ff_map.png
Bar = 50 um. Other sequential cells in the stronger gray, the rest of the logic in the fainter gray.
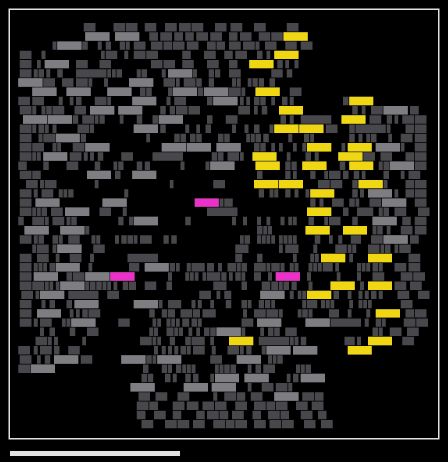
clock_nets.png
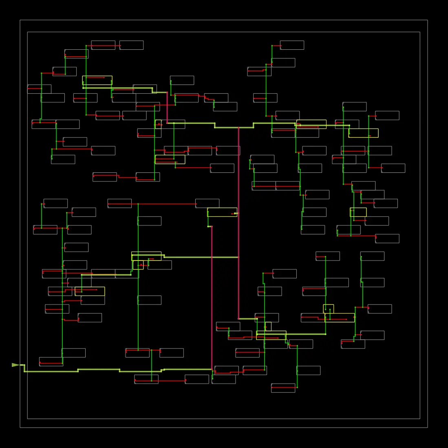
**src/rtl/decode_stage.sv**
```systemverilog
`default_nettype none
// ============================================================================
// Module      : decode_stage
// Description : RV32I decode stage. Decodes fields, immediate, format and
//               legality from the fetched word into a one-entry pipeline
//               register with stall/done handshakes on both sides.
// Revision    : 1.0 - initial release
// ============================================================================
module decode_stage #(
    localparam int ADDR_WIDTH        = 32,
    localparam int INSTRUCTION_WIDTH = 32,
    localparam int DATA_WIDTH        = 32
) (
    input  logic                         clk,
    input  logic                         rst,
    output logic                         stall_prev,
    input  logic                         prev_done,
    input  logic                         next_stall,
    output logic                         done_next,
    input  logic [ADDR_WIDTH-1:0]        program_count_in,
    input  logic                         program_count_valid_in,
    input  logic [INSTRUCTION_WIDTH-1:0] instruction_data_in,
    input  logic                         instruction_data_valid_in,
    output logic [ADDR_WIDTH-1:0]        program_count_out,
    output logic                         program_count_valid_out,
    output logic [INSTRUCTION_WIDTH-1:0] instruction_out,
    output logic [6:0]                   opcode_out,
    output logic [4:0]                   rd_out,
    output logic [4:0]                   rs1_out,
    output logic [4:0]                   rs2_out,
    output logic [2:0]                   funct3_out,
    output logic [6:0]                   funct7_out,
    output logic [DATA_WIDTH-1:0]        imm_out,
    output logic [2:0]                   format_out,
    output logic                         rd_write_out,
    output logic                         rs1_used_out,
    output logic                         rs2_used_out,
    output logic                         illegal_out,
    output logic                         fetch_fault_out
);

    localparam logic [2:0] c_FMT_R    = 3'd0;
    localparam logic [2:0] c_FMT_I    = 3'd1;
    localparam logic [2:0] c_FMT_S    = 3'd2;
    localparam logic [2:0] c_FMT_B    = 3'd3;
    localparam logic [2:0] c_FMT_U    = 3'd4;
    localparam logic [2:0] c_FMT_J    = 3'd5;
    localparam logic [2:0] c_FMT_NONE = 3'd7;

    localparam logic [6:0] c_OP_SYSTEM = 7'b1110011;
    localparam logic [6:0] c_OP_FENCE  = 7'b0001111;

    logic                  r_has_input;
    logic                  w_transfer_next;
    logic                  w_transfer_prev;
    logic [6:0]            w_opcode;
    logic [4:0]            w_rd;
    logic [2:0]            w_format;
    logic [DATA_WIDTH-1:0] w_imm;
    logic                  w_illegal;
    logic                  w_rd_write;
    logic                  w_rs1_used;
    logic                  w_rs2_used;
    logic                  w_sign;

    assign done_next       = rst && r_has_input;
    assign w_transfer_next = done_next && !next_stall;
    assign stall_prev      = !rst || (r_has_input && !w_transfer_next);
    assign w_transfer_prev = prev_done && !stall_prev;

    assign w_opcode = instruction_data_in[6:0];
    assign w_rd     = instruction_data_in[11:7];
    assign w_sign   = instruction_data_in[31];

    always_comb begin
        w_format = c_FMT_NONE;
        case (w_opcode)
            7'b0110011:                                         w_format = c_FMT_R;
            7'b0010011, 7'b0000011, 7'b1100111, c_OP_SYSTEM, c_OP_FENCE: w_format = c_FMT_I;
            7'b0100011:                                         w_format = c_FMT_S;
            7'b1100011:                                         w_format = c_FMT_B;
            7'b0110111, 7'b0010111:                             w_format = c_FMT_U;
            7'b1101111:                                         w_format = c_FMT_J;
            default:                                            w_format = c_FMT_NONE;
        endcase
        // A faulted word carries no meaning, so it decodes as "no format",
        // which also zeroes the immediate and every usage flag below.
        if (!instruction_data_valid_in) begin
            w_format = c_FMT_NONE;
        end

        w_illegal = !instruction_data_valid_in || (w_format == c_FMT_NONE) ||
                    (instruction_data_in[1:0] != 2'b11);

        w_imm = '0;
        case (w_format)
            c_FMT_I: w_imm = {{20{w_sign}}, instruction_data_in[31:20]};
            c_FMT_S: w_imm = {{20{w_sign}}, instruction_data_in[31:25], instruction_data_in[11:7]};
            c_FMT_B: w_imm = {{19{w_sign}}, w_sign, instruction_data_in[7],
                              instruction_data_in[30:25], instruction_data_in[11:8], 1'b0};
            c_FMT_U: w_imm = {instruction_data_in[31:12], 12'b0};
            c_FMT_J: w_imm = {{11{w_sign}}, w_sign, instruction_data_in[19:12],
                              instruction_data_in[20], instruction_data_in[30:21], 1'b0};
            default: w_imm = '0;
        endcase

        w_rd_write = ((w_format == c_FMT_R) || (w_format == c_FMT_I) ||
                      (w_format == c_FMT_U) || (w_format == c_FMT_J)) && (w_rd != 5'd0);
        w_rs1_used = ((w_format == c_FMT_R) || (w_format == c_FMT_I) ||
                      (w_format == c_FMT_S) || (w_format == c_FMT_B)) &&
                     (w_opcode != c_OP_SYSTEM) && (w_opcode != c_OP_FENCE);
        w_rs2_used = (w_format == c_FMT_R) || (w_format == c_FMT_S) || (w_format == c_FMT_B);
    end

    always_ff @(posedge clk) begin
        if (!rst) begin
            r_has_input             <= 1'b0;
            program_count_out       <= '0;
            program_count_valid_out <= 1'b0;
            instruction_out         <= '0;
            opcode_out              <= '0;
            rd_out                  <= '0;
            rs1_out                 <= '0;
            rs2_out                 <= '0;
            funct3_out              <= '0;
            funct7_out              <= '0;
            imm_out                 <= '0;
            format_out              <= c_FMT_NONE;
            rd_write_out            <= 1'b0;
            rs1_used_out            <= 1'b0;
            rs2_used_out            <= 1'b0;
            illegal_out             <= 1'b0;
            fetch_fault_out         <= 1'b0;
        end else if (!r_has_input || w_transfer_next) begin
            // Draining and refilling in the same cycle keeps full throughput.
            r_has_input <= w_transfer_prev;
            if (w_transfer_prev) begin
                program_count_out       <= program_count_in;
                program_count_valid_out <= program_count_valid_in;
                instruction_out         <= instruction_data_in;
                opcode_out              <= w_opcode;
                rd_out                  <= w_rd;
                rs1_out                 <= instruction_data_in[19:15];
                rs2_out                 <= instruction_data_in[24:20];
                funct3_out              <= instruction_data_in[14:12];
                funct7_out              <= instruction_data_in[31:25];
                imm_out                 <= w_imm;
                format_out              <= w_format;
                rd_write_out            <= w_rd_write;
                rs1_used_out            <= w_rs1_used;
                rs2_used_out            <= w_rs2_used;
                illegal_out             <= w_illegal;
                fetch_fault_out         <= !instruction_data_valid_in;
            end
        end
    end

endmodule
`default_nettype wire

```
**config.mk**
```make
export PLATFORM = sky130hd
export DESIGN_NAME = decode_stage
export DESIGN_NICKNAME = d
export VERILOG_FILES = /design/src/rtl/decode_stage.sv
export SDC_FILE = /design/constraint.sdc
export NUM_CORES = 1
export LEC_CHECK = 0
export ABC_AREA = 1
export CELL_PAD_IN_SITES_DETAIL_PLACEMENT = 0
export CELL_PAD_IN_SITES_GLOBAL_PLACEMENT = 1
export CORE_MARGIN = 2
export CORE_UTILIZATION = 30
export CTS_CLUSTER_DIAMETER = 50
export DETAILED_ROUTE_END_ITERATION = 12
export GPL_TIMING_DRIVEN = 0
export PLACE_DENSITY = 0.92
export SLEW_MARGIN = 20
export SYNTH_ARGS = -nofsm -noshare
export SYNTH_HDL_FRONTEND = slang
export SYNTH_SLANG_ARGS = --single-unit
```
**constraint.sdc**
```tcl
create_clock -name clk -period 6 [get_ports clk]
set_input_delay 1.8 -clock clk [delete_from_list [all_inputs] [get_ports clk]]
set_output_delay 1.8 -clock clk [all_outputs]
set_load 0.005 [all_outputs]
```
==> impl_metrics.env <==
# implementation run metrics
export IMPL_tightest_slew_ns=0.593
export IMPL_power_switching_fraction=0.252
export IMPL_cap_violations=0
export IMPL_grt_util_all_layers=0.180
export IMPL_hp_class="reg -> reg"
export IMPL_diodes=0
export IMPL_syn_to_final_growth_pct=57.4
export IMPL_grt_use_met1=0.213
export IMPL_ys_sh_mux=0
export IMPL_largest_area_cell="dfxtp_1"
export IMPL_clkTransAtPathRegs_ns=0.07
export IMPL_finalSetupTns_ns=0
export IMPL_fin_skew_ns=0.00571
export IMPL_cpLargestDelayFamily="buffers and inverters"
export IMPL_finalClockPeriodUsage=0.813
export IMPL_regToRegEndpoint="imm_out[29]"
export IMPL_power_frac_clock=0.348
export IMPL_critPathCaptureType="primary output"
export IMPL_final_area_um2=7040
export IMPL_final_cell_count_no_fill=1015
export IMPL_synthXorXnorAreaFrac=0
export IMPL_cp_data_arrival_time_ns=3.08
export IMPL_grtUsageMet2=0.299
export IMPL_vdd_ir_drop_max_mv=0.173
export IMPL_comb_share=0.260
export IMPL_p_comb_frac=0.173
export IMPL_drtPass1Iterations=4
export IMPL_synth_avg_cell_area_um2=7.33
export IMPL_pwr_share_seq=0.478
export IMPL_most_common_layout_cells="clkdlybuf4s50_1 (207), nand2_1 (206), dfxtp_1 (106)"
export IMPL_portBuffers=207
export IMPL_met3_usage=0.0786
export IMPL_fin_crit_ns=4.88
export IMPL_io_pins=209
export IMPL_core_rowCount=44
export IMPL_ys_area_um2=4470
export IMPL_gp_congestion=0.784
export IMPL_mappedNetlistArea_um2=4470
export IMPL_slew_viol_final=0
export IMPL_yosysWarnings=0
export IMPL_comb_cells=404
export IMPL_relSlewSlack=0.604
export IMPL_fin_total_pwr_mw=1.59
export IMPL_cts_hold_buf=0
export IMPL_vias_per_cell=4.50
export IMPL_seq_cells=106
export IMPL_drt_first_iter_violations=210
export IMPL_taps=184
export IMPL_clockRootBuffer="clkbuf_16"
export IMPL_die_h_um=126
export IMPL_cts_resized=0
export IMPL_warnings=26
export IMPL_lay_top_count="clkdlybuf4s50_1"
export IMPL_drive_gt1_frac=0.102
export IMPL_nonClockBufferCount=275
export IMPL_worstPathMaxFanout=10
export IMPL_simple_gate_share=0.315
export IMPL_r2r_start="r_has_input"
export IMPL_pre_cts_slack_ns=1.11
export IMPL_final_nets=898
export IMPL_power_density_nw_per_um2=226
export IMPL_path_cells="buf_2 > clkbuf_1 > nand2_1 > inv_1 > clkdlybuf4s50_1"
export IMPL_critical_path_class="in -> out"
export IMPL_hold_start="imm_out[3]"
export IMPL_hold_viol=0
export IMPL_yosys_area_share_aoi=0.0945
export IMPL_antenna_left=0
export IMPL_logic_area_um2=1830
export IMPL_fp_nets=680
export IMPL_r2r_slack_ns=4.24
export IMPL_critPathRequiredTime_ns=4.20
export IMPL_setup_viol=0
export IMPL_cpMaxStageDelayCell="clkdlybuf4s50_1"
export IMPL_min_path_cells=2
export IMPL_synthFlopType="dfxtp_1"
export IMPL_rsz0062_at_grt="no"
export IMPL_die_width_um=126
export IMPL_placed_area_um2=6780
export IMPL_clockBufferDepth=2
export IMPL_reg2regPathDepth=8
export IMPL_initial_core_util=0.308
export IMPL_yosys_top_cells_area="dfxtp_1 (47%), nand2_1 (17%), nand3_1 (8.3%)"
export IMPL_buf_share=0.351
export IMPL_fin_ws_ns=1.12
export IMPL_grt_busiest_layer="met2"
export IMPL_critPathMaxStageDelay_ns=0.51
export IMPL_p_int_mw=1.19
export IMPL_grt_first_pass_wirelength_um=22400
export IMPL_cts_sinks=106
export IMPL_antenna_found_initial=0
export IMPL_avgRoutedWirePerCell_um=14.3
export IMPL_dominant_cells="non-clock buffers"
export IMPL_clk_share=0.0378
export IMPL_synth_distinct_cells=25
export IMPL_yosysSeqAreaShare=0.474
export IMPL_whs_ns=0.463
export IMPL_worstSkewPairLatency_ns=0.35
export IMPL_cp_start_kind="input pin"
export IMPL_dp_hpwl_um=11200
export IMPL_status="completed"
export IMPL_tritoncts="done"
export IMPL_post_place_cells=1001
export IMPL_n_all_inverters=32
export IMPL_grt_pass1_vias=4247
export IMPL_grt_max_degree=17
export IMPL_h_tree_depth=3
export IMPL_grt_ovfl_total=0
export IMPL_core_area_um2=14500
export IMPL_switchingPower_mw=0.401
export IMPL_top_area_frac=0.474
export IMPL_synth_edff_count=0
export IMPL_leakage_nw=2.96
export IMPL_fmax_mhz=205
export IMPL_path_depth=5
export IMPL_ys_cells=610
export IMPL_top_logic_kind="simple AND/OR/NAND/NOR gates"
export IMPL_totalWireLength_um=14500
export IMPL_post_cts_setup_buffers=0
export IMPL_top_regs="imm_out: 32 flops, instruction_out: 32 flops, program_count_out: 32 flops"
export IMPL_fill_cells=1515
export IMPL_die_area_um2=15900
export IMPL_fa_ha_area_frac=0
export IMPL_holdPathEnd="imm_out[3]"
export IMPL_critPathCapture="done_next"
export IMPL_path_buffers=4
export IMPL_async_flop_share=0
export IMPL_syn_inst=610
export IMPL_vias=4569
export IMPL_synth_flops=106
export IMPL_crit_start="rst"
export IMPL_drc=0
-- ff_map.png (at the start) --
color	name in the netlist	sequential cells
yellow	imm_out	32
magenta	format_out	3
Final Util: 0.485
sequential share of cell area: 0.301
Storage cell area: 2120 um2
sequential cell power: 0.761 mW

-- clock_nets.png (at the start) --
CTS Buf Count: 9
clkbuf count: 10

[power by group through the flow]
stage / logic (mW) / clock network, mW / registers, mW
global route: 0.299 / 0.595 / 0.766
finish: 0.276 / 0.555 / 0.761
global placement: 0.277 / 0 / 0.777
detailed placement: 0.278 / 0 / 0.778
floorplan: 0.0973 / 0 / 0.777
CTS: 0.279 / 0.568 / 0.762
[routing by layer]
metal / part of all wire / vias up / wire (um)
met5: 0 / - / 0
met4: 0.012 / 0 / 169
met3: 0.093 / 14 / 1350
met2: 0.47 / 145 / 6870
met1: 0.42 / 2054 / 6140
li1: - / 2356 / -
[synthesized netlist by cell type, drive strengths merged, types with 3 or more instances]
library cell  number
a21oi             46
nand3             76
nor2              27
nand4              3
o31ai              3
buf               51
dfxtp            106
o21ai             31
clkbuf            17
inv               31
nor3               4
nand2            212
Power is estimated from default activity; no workload was simulated.
